### Gate-type map

Scale: 6 px per um.
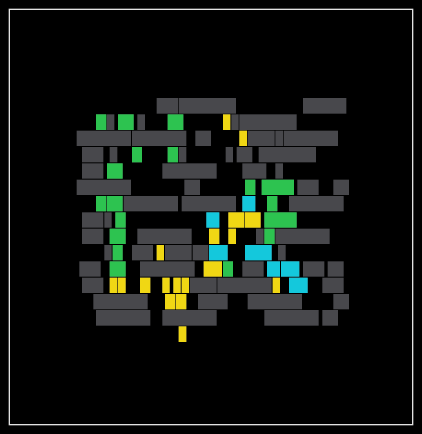
### The metal 1 layer

Scale: 6 px per um. Supply wires on this layer in gray.
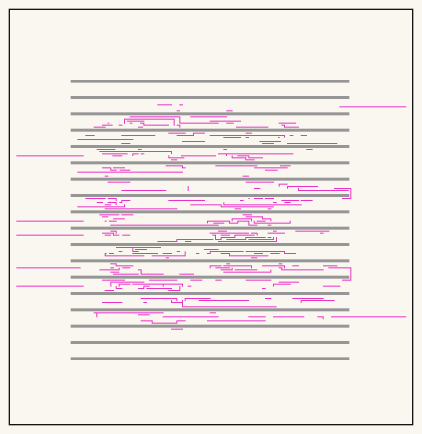
### Metal layers overlaid

Scale: 6 px per um. Two of the layers only.
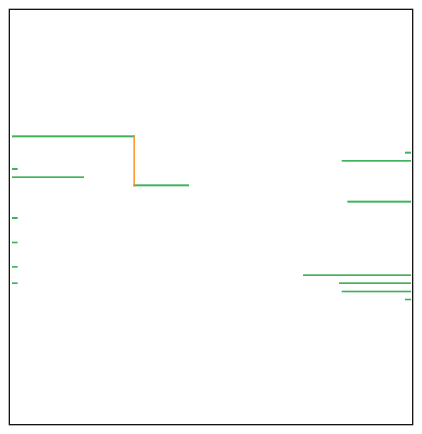
### A small window of the routed layout

Region (18, 33) to (48, 63) um. Cells in gray, sequential cells in the stronger gray; small squares are vias.
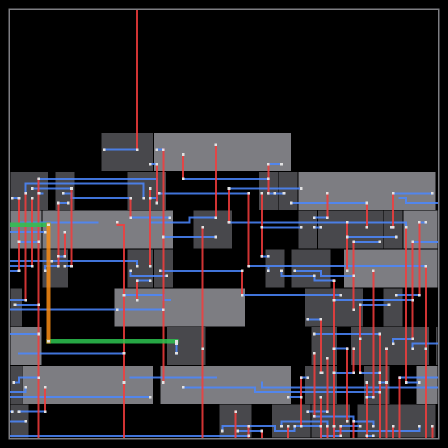
$ cat config.mk
export PLATFORM = sky130hd
export DESIGN_NAME = quadratic_root_tx
export DESIGN_NICKNAME = d
export VERILOG_FILES = /design/src/rtl/quadratic_pkg.sv /design/src/rtl/quad_baud_tick.sv /design/src/rtl/quadratic_root_tx.sv
export SDC_FILE = /design/constraint.sdc
export NUM_CORES = 1
export LEC_CHECK = 0
export CAP_MARGIN = 20
export CORE_AREA = 10 10 57 59
export DETAILED_ROUTE_END_ITERATION = 7
export DIE_AREA = 0 0 67 69
export GPL_ROUTABILITY_DRIVEN = 0
export PLACE_DENSITY = 0.71
export SLEW_MARGIN = 20
export SYNTH_ARGS = -nofsm -noshare
export SYNTH_HDL_FRONTEND = slang
export SYNTH_SLANG_ARGS = --single-unit
$ cat constraint.sdc
create_clock -name clk -period 1.9 [get_ports clk]
set_input_delay 0.57 -clock clk [delete_from_list [all_inputs] [get_ports clk]]
set_output_delay 0.57 -clock clk [all_outputs]
set_load 0.05 [all_outputs]
$ cat src/rtl/quadratic_pkg.sv
// Shared types and constants for the quadratic solver datapath and its serial readout.
package quadratic_pkg;

  localparam int unsigned ROOT_W    = 4;
  localparam int unsigned DATA_BITS = 8;
  localparam int unsigned BIT_CNT_W = 3;

  typedef enum logic [2:0] {
    IDLE   = 3'd0,
    START  = 3'd1,
    DATA   = 3'd2,
    PARITY = 3'd3,
    STOP   = 3'd4
  } tx_state_e;

  // Even parity over the payload: the bit that makes the total count of ones even.
  function automatic logic even_parity(input logic [DATA_BITS-1:0] payload);
    return ^payload;
  endfunction

endpackage

$ cat src/rtl/quad_baud_tick.sv
// Bit-period down-counter: tick_c is high for one cycle every CLKS_PER_BIT cycles.
module quad_baud_tick #(
  parameter int unsigned CLKS_PER_BIT = 4
) (
  input  logic clk,
  input  logic rst_n,
  input  logic restart,
  output logic tick_c
);

  localparam int unsigned CNT_W = (CLKS_PER_BIT > 1) ? $clog2(CLKS_PER_BIT) : 1;
  localparam logic [CNT_W-1:0] RELOAD = CNT_W'(CLKS_PER_BIT - 1);

  logic [CNT_W-1:0] cnt_q;

  assign tick_c = (cnt_q == '0);

  // Restart aligns the first tick to the end of the start bit.
  always_ff @(posedge clk or negedge rst_n) begin
    if (!rst_n) begin
      cnt_q <= RELOAD;
    end else if (restart || tick_c) begin
      cnt_q <= RELOAD;
    end else begin
      cnt_q <= cnt_q - CNT_W'(1);
    end
  end

endmodule

$ cat src/rtl/quadratic_root_tx.sv
// UART-style transmitter for the solver root pair {x2, x1}.
// Build option: define QUAD_TX_PARITY_EN to append an even-parity bit before stop.
module quadratic_root_tx
  import quadratic_pkg::*;
#(
  parameter int unsigned CLKS_PER_BIT = 4
) (
  input  logic              clk,
  input  logic              rst_n,
  input  logic              lock,
  input  logic [ROOT_W-1:0] x1_in,
  input  logic [ROOT_W-1:0] x2_in,
  output logic              tx,
  output logic              busy,
  output logic              done,
  output logic              overrun
);

  tx_state_e              state_q, state_d;
  logic [DATA_BITS-1:0]   shreg_q, shreg_d;
  logic [BIT_CNT_W-1:0]   bitcnt_q, bitcnt_d;
  logic                   tx_d, busy_d, done_d, overrun_d;
  logic                   restart_c;
  logic                   tick_c;
`ifdef QUAD_TX_PARITY_EN
  logic                   parity_q, parity_d;
`endif

  assign restart_c = (state_q == IDLE) && lock;

  quad_baud_tick #(
    .CLKS_PER_BIT (CLKS_PER_BIT)
  ) u_baud (
    .clk     (clk),
    .rst_n   (rst_n),
    .restart (restart_c),
    .tick_c  (tick_c)
  );

  // Next-state and next-output logic; outputs are registered from the next state.
  always_comb begin
    state_d   = state_q;
    shreg_d   = shreg_q;
    bitcnt_d  = bitcnt_q;
    done_d    = 1'b0;
    overrun_d = lock && (state_q != IDLE);
`ifdef QUAD_TX_PARITY_EN
    parity_d  = parity_q;
`endif

    case (state_q)
      IDLE: begin
        if (lock) begin
          state_d  = START;
          shreg_d  = {x2_in, x1_in};
          bitcnt_d = '0;
`ifdef QUAD_TX_PARITY_EN
          parity_d = even_parity({x2_in, x1_in});
`endif
        end
      end
      START: begin
        if (tick_c) state_d = DATA;
      end
      DATA: begin
        if (tick_c) begin
          shreg_d  = shreg_q >> 1;
          bitcnt_d = bitcnt_q + BIT_CNT_W'(1);
          if (bitcnt_q == BIT_CNT_W'(DATA_BITS - 1)) begin
`ifdef QUAD_TX_PARITY_EN
            state_d = PARITY;
`else
            state_d = STOP;
`endif
          end
        end
      end
`ifdef QUAD_TX_PARITY_EN
      PARITY: begin
        if (tick_c) state_d = STOP;
      end
`endif
      STOP: begin
        if (tick_c) begin
          state_d = IDLE;
          done_d  = 1'b1;
        end
      end
      default: state_d = IDLE;
    endcase

    // Line level for the bit that the next state will be presenting.
    case (state_d)
      START:   tx_d = 1'b0;
      DATA:    tx_d = shreg_d[0];
`ifdef QUAD_TX_PARITY_EN
      PARITY:  tx_d = parity_d;
`endif
      default: tx_d = 1'b1;
    endcase
    busy_d = (state_d != IDLE);
  end

  always_ff @(posedge clk or negedge rst_n) begin
    if (!rst_n) begin
      state_q  <= IDLE;
      shreg_q  <= '0;
      bitcnt_q <= '0;
      tx       <= 1'b1;
      busy     <= 1'b0;
      done     <= 1'b0;
      overrun  <= 1'b0;
    end else begin
      state_q  <= state_d;
      shreg_q  <= shreg_d;
      bitcnt_q <= bitcnt_d;
      tx       <= tx_d;
      busy     <= busy_d;
      done     <= done_d;
      overrun  <= overrun_d;
    end
  end

`ifdef QUAD_TX_PARITY_EN
  always_ff @(posedge clk or negedge rst_n) begin
    if (!rst_n) parity_q <= 1'b0;
    else        parity_q <= parity_d;
  end
`endif

endmodule
==> results_slide.txt <==
Run Summary

Setup path
  • Worst Path Arrival: around 1.9 ns
  • Critical Path Fanout Max: 2
  • Crit end category: register
  • R2R Path Start: u_baud.cnt_q[0]
  • Crit. Startpoint: u_baud.cnt_q[0]
  • WS Path Type: reg2reg
  • Cell depth of the worst flop-to-flop path: 6
  • R2r setup slk: about 0.24 ns
  • Critical Path RT: approximately 2.1 ns
  • Worst Setup Start Kind: register
  • Reg2Reg Capture Point: tx

GRT
  • Antenna violations before repair: 0
  • GR Layer Usage met3: 0.0242
  • Number of global-route vias before repair: 700
  • Total gr overflow: 0
  • Grt met2 use: 0.115
  • Global route hottest layer: met2
  • First-pass GRT wire length: 2970 um
  • Largest net degree at the start of global routing: 21
  • Met1 usage: 0.100

Clock network
  • CTS Sinks: 20
  • Late-Pin Clk Latency: 0.29 ns
  • CTS tree: done
  • Hold Buf Count CTS: 0
  • CTS clock-pin slew for the worst setup and hold paths: 0.11 ns
  • PostCTS Resize Cnt: 0
  • CTS root buf: clkbuf_4
  • Clock buffer depth: 2
  • H-Tree Depth: 1
  • Post-CTS setup repair buffer count: 0
  • Cts bufs inserted: 3

Synth
  • Yosys stat area: 918 um^2
  • Flip-flops with a built-in enable: 0
  • Avg Cell Area, Syn: 10.8 um^2
  • Synth top area share: 0.463
  • Synth Net Count: 99
  • Ys flops: 20
  • Number of distinct library cells after synthesis: 26
  • Yosys top cell by area: dfrtp_1
  • Post-synth top flop: dfrtp_1
  • Fraction of registers with async set/reset: 1.00
  • Post-synth seq share: 0.549
  • Yosys top cell by instances: dfrtp_1
  • Ys Warns: 0
  • Area contributors post-synth: dfrtp_1 46%, dfstp_2 8.6%, a22oi_1 4.9%
  • Ys cells: 85
  • Mapped Area: 918 um^2
  • Mapped Cells: 85
  • Synth cell count leaders: 17 x dfrtp_1, 11 x nand2_1, 9 x inv_1

Floorplanning
  • Chip area: between 4000 and 5000 um^2
  • Initial Util: 0.427
  • Die width: about 67 um
  • Core ar.: 2150 um^2
  • Die y size: 69 um
  • Rows: 17
  • IO Count: 15

Min path
  • WHS Path Cells: 1
  • Min-delay worst type: reg2reg
  • Worst Hold End: u_baud.cnt_q[0]
  • Hold Path Origin: u_baud.cnt_q[0]

Pwr
  • Pleak: 0.530 nW
  • Tot Pwr: 1.55 mW
  • Pwr dens: 1390 nW/um^2
  • Max VDD drop: 0.713 mV

Placement
  • Post-DP HPWL: 1250 um
  • DP Area: 1080 um^2
  • Pre-CTS setup slack: 0.0609 ns
  • PortBufs: 14
  • Placed Cells: between 100 and 150

Final timing
  • Skew final: approximately 0.0025 ns
  • Cycle use final: 0.871
  • Worst slew margin: 0.752
  • Setup_tns: 0 ns
  • Slew of the pin with the lowest slew margin: 0.371 ns
  • Final Max Slew Viols: 0
  • RSZ-0062 raised after global routing: false
  • F_max: just over 600 MHz
  • Final setup violation count: 0
  • Hold_ws: about 0.46 ns
  • Hold Vio Cnt, Final: 0
  • Final worst slack: 0.245 ns
  • Fin crit period: between 1.5 and 2 ns

Run
  • Maxcap violations: 0
  • Tool warnings: 26

Layout
  • Fin area: 1110 um^2
  • Util after Layout: 0.519
  • P&R area growth vs syn: 21.4%
  • Final Net Count: 116
  • Dominant logic cell type in the layout: dfrtp_1
  • Fin cells: roughly 130
  • # diodes: 0
  • Layout cell share with drive strength beyond 1: 0.188
  • Most frequent logic cells in the routed design: 17 x dfrtp_1, 11 x nand2_1, 10 x clkdlybuf4s50_1

Detailed routing
  • Final ANT Viol Nets: 0
  • DR pass1 iterations: 3
  • DR vias/cell: 5.00
  • Starting DRC count in detailed routing: 26
  • Number of remaining DRC errors: 0

Run status
  • Status: finished, final reports clean
Back to the opening pictures, 'Gate-type map':
[aoi and oai cells] green | cells: 18 | most used: a22oi_1
[nand cells] yellow | cells: 18 | most used: nand2_1
[and/or cells] cyan | cells: 7 | most used: and3_1

Back to the opening pictures, 'The metal 1 layer':
wire length on this layer: 833 um
share of all routed wire: 50%
routed wire length: 1670 um
vias: 645

Back to the opening pictures, 'Metal layers overlaid':
[metal 3] green | wire length: 108 um
[metal 4] orange | wire length: 8.20 um
GRT Overall Usage: 0.0760
wire per inst: 12.9 um

Back to the opening pictures, 'A small window of the routed layout':
[metal 3] green
[metal 2] red
[metal 4] orange
[metal 1] blue
sequential cells in the window: 7
cells with their middle in the window: 34
most frequent: inv_1 (5), dfrtp_1 (4), dfstp_2 (3)
netlist names of flops here include: `shreg_q` (3), `u_baud.cnt_q` (2)

area by class of cell:
class | instances | area, um^2
Fill cell | 204 | 1030
Inverter | 9 | 33.8
Clock buffer | 4 | 36.3
Tap cell | 28 | 35.0
Sequential cell | 20 | 504
Timing Repair Buffer | 16 | 158
Multi-Input combinational cell | 52 | 348
where the power goes:
group	switching, mW	internal [mW]
registers	0.122	0.605
clock network	0.126	0.117
logic	0.323	0.259
total	0.571	0.981
cell families (layout without fill, tap and decap cells):
kind of cell,count (synthesis),after routing,share of synthesized area
buffers and inverters,13,29,0.0722
DFF,20,20,0.549
muxes,2,2,0.0232
adders and majority gates,3,3,0.0409
AOI/OAI and AO/OA,18,18,0.136
and+or+nand+nor,29,29,0.178
flip-flops by register name, summed over array words and instances, names as in the netlist:
register and flops:
bitcnt_q 3, busy 1, done 1, overrun 1, shreg_q 8, state_q 3
tx 1, u_baud.cnt_q 2
routing by layer:
metal,part of all wire,vias to the layer above,wire length [um]
met3,0.065,2,108
met2,0.43,14,716
met1,0.50,307,833
met5,0,-,0
li1,-,322,-
met4,0.0048,0,8
how the worst max path moves through the flow:
| stage | end | depth (start not counted) |
|---|---|---|
| after floorplan | tx | 7 |
| after global placement | busy | 4 |
| after detailed placement | busy | 4 |
| after CTS | busy | 6 |
| after global routing | shreg_q[3] | 6 |
| final | tx | 6 |
worst max-delay path: stages, from the launching register on:
cell and delay (ns):
dfstp_2 0.54, inv_1 0.04, ha_1 0.21, mux2_1 0.31, and3_1 0.19, a221oi_2 0.20, a21oi_1 0.10
Power and IR drop assume default switching activity.
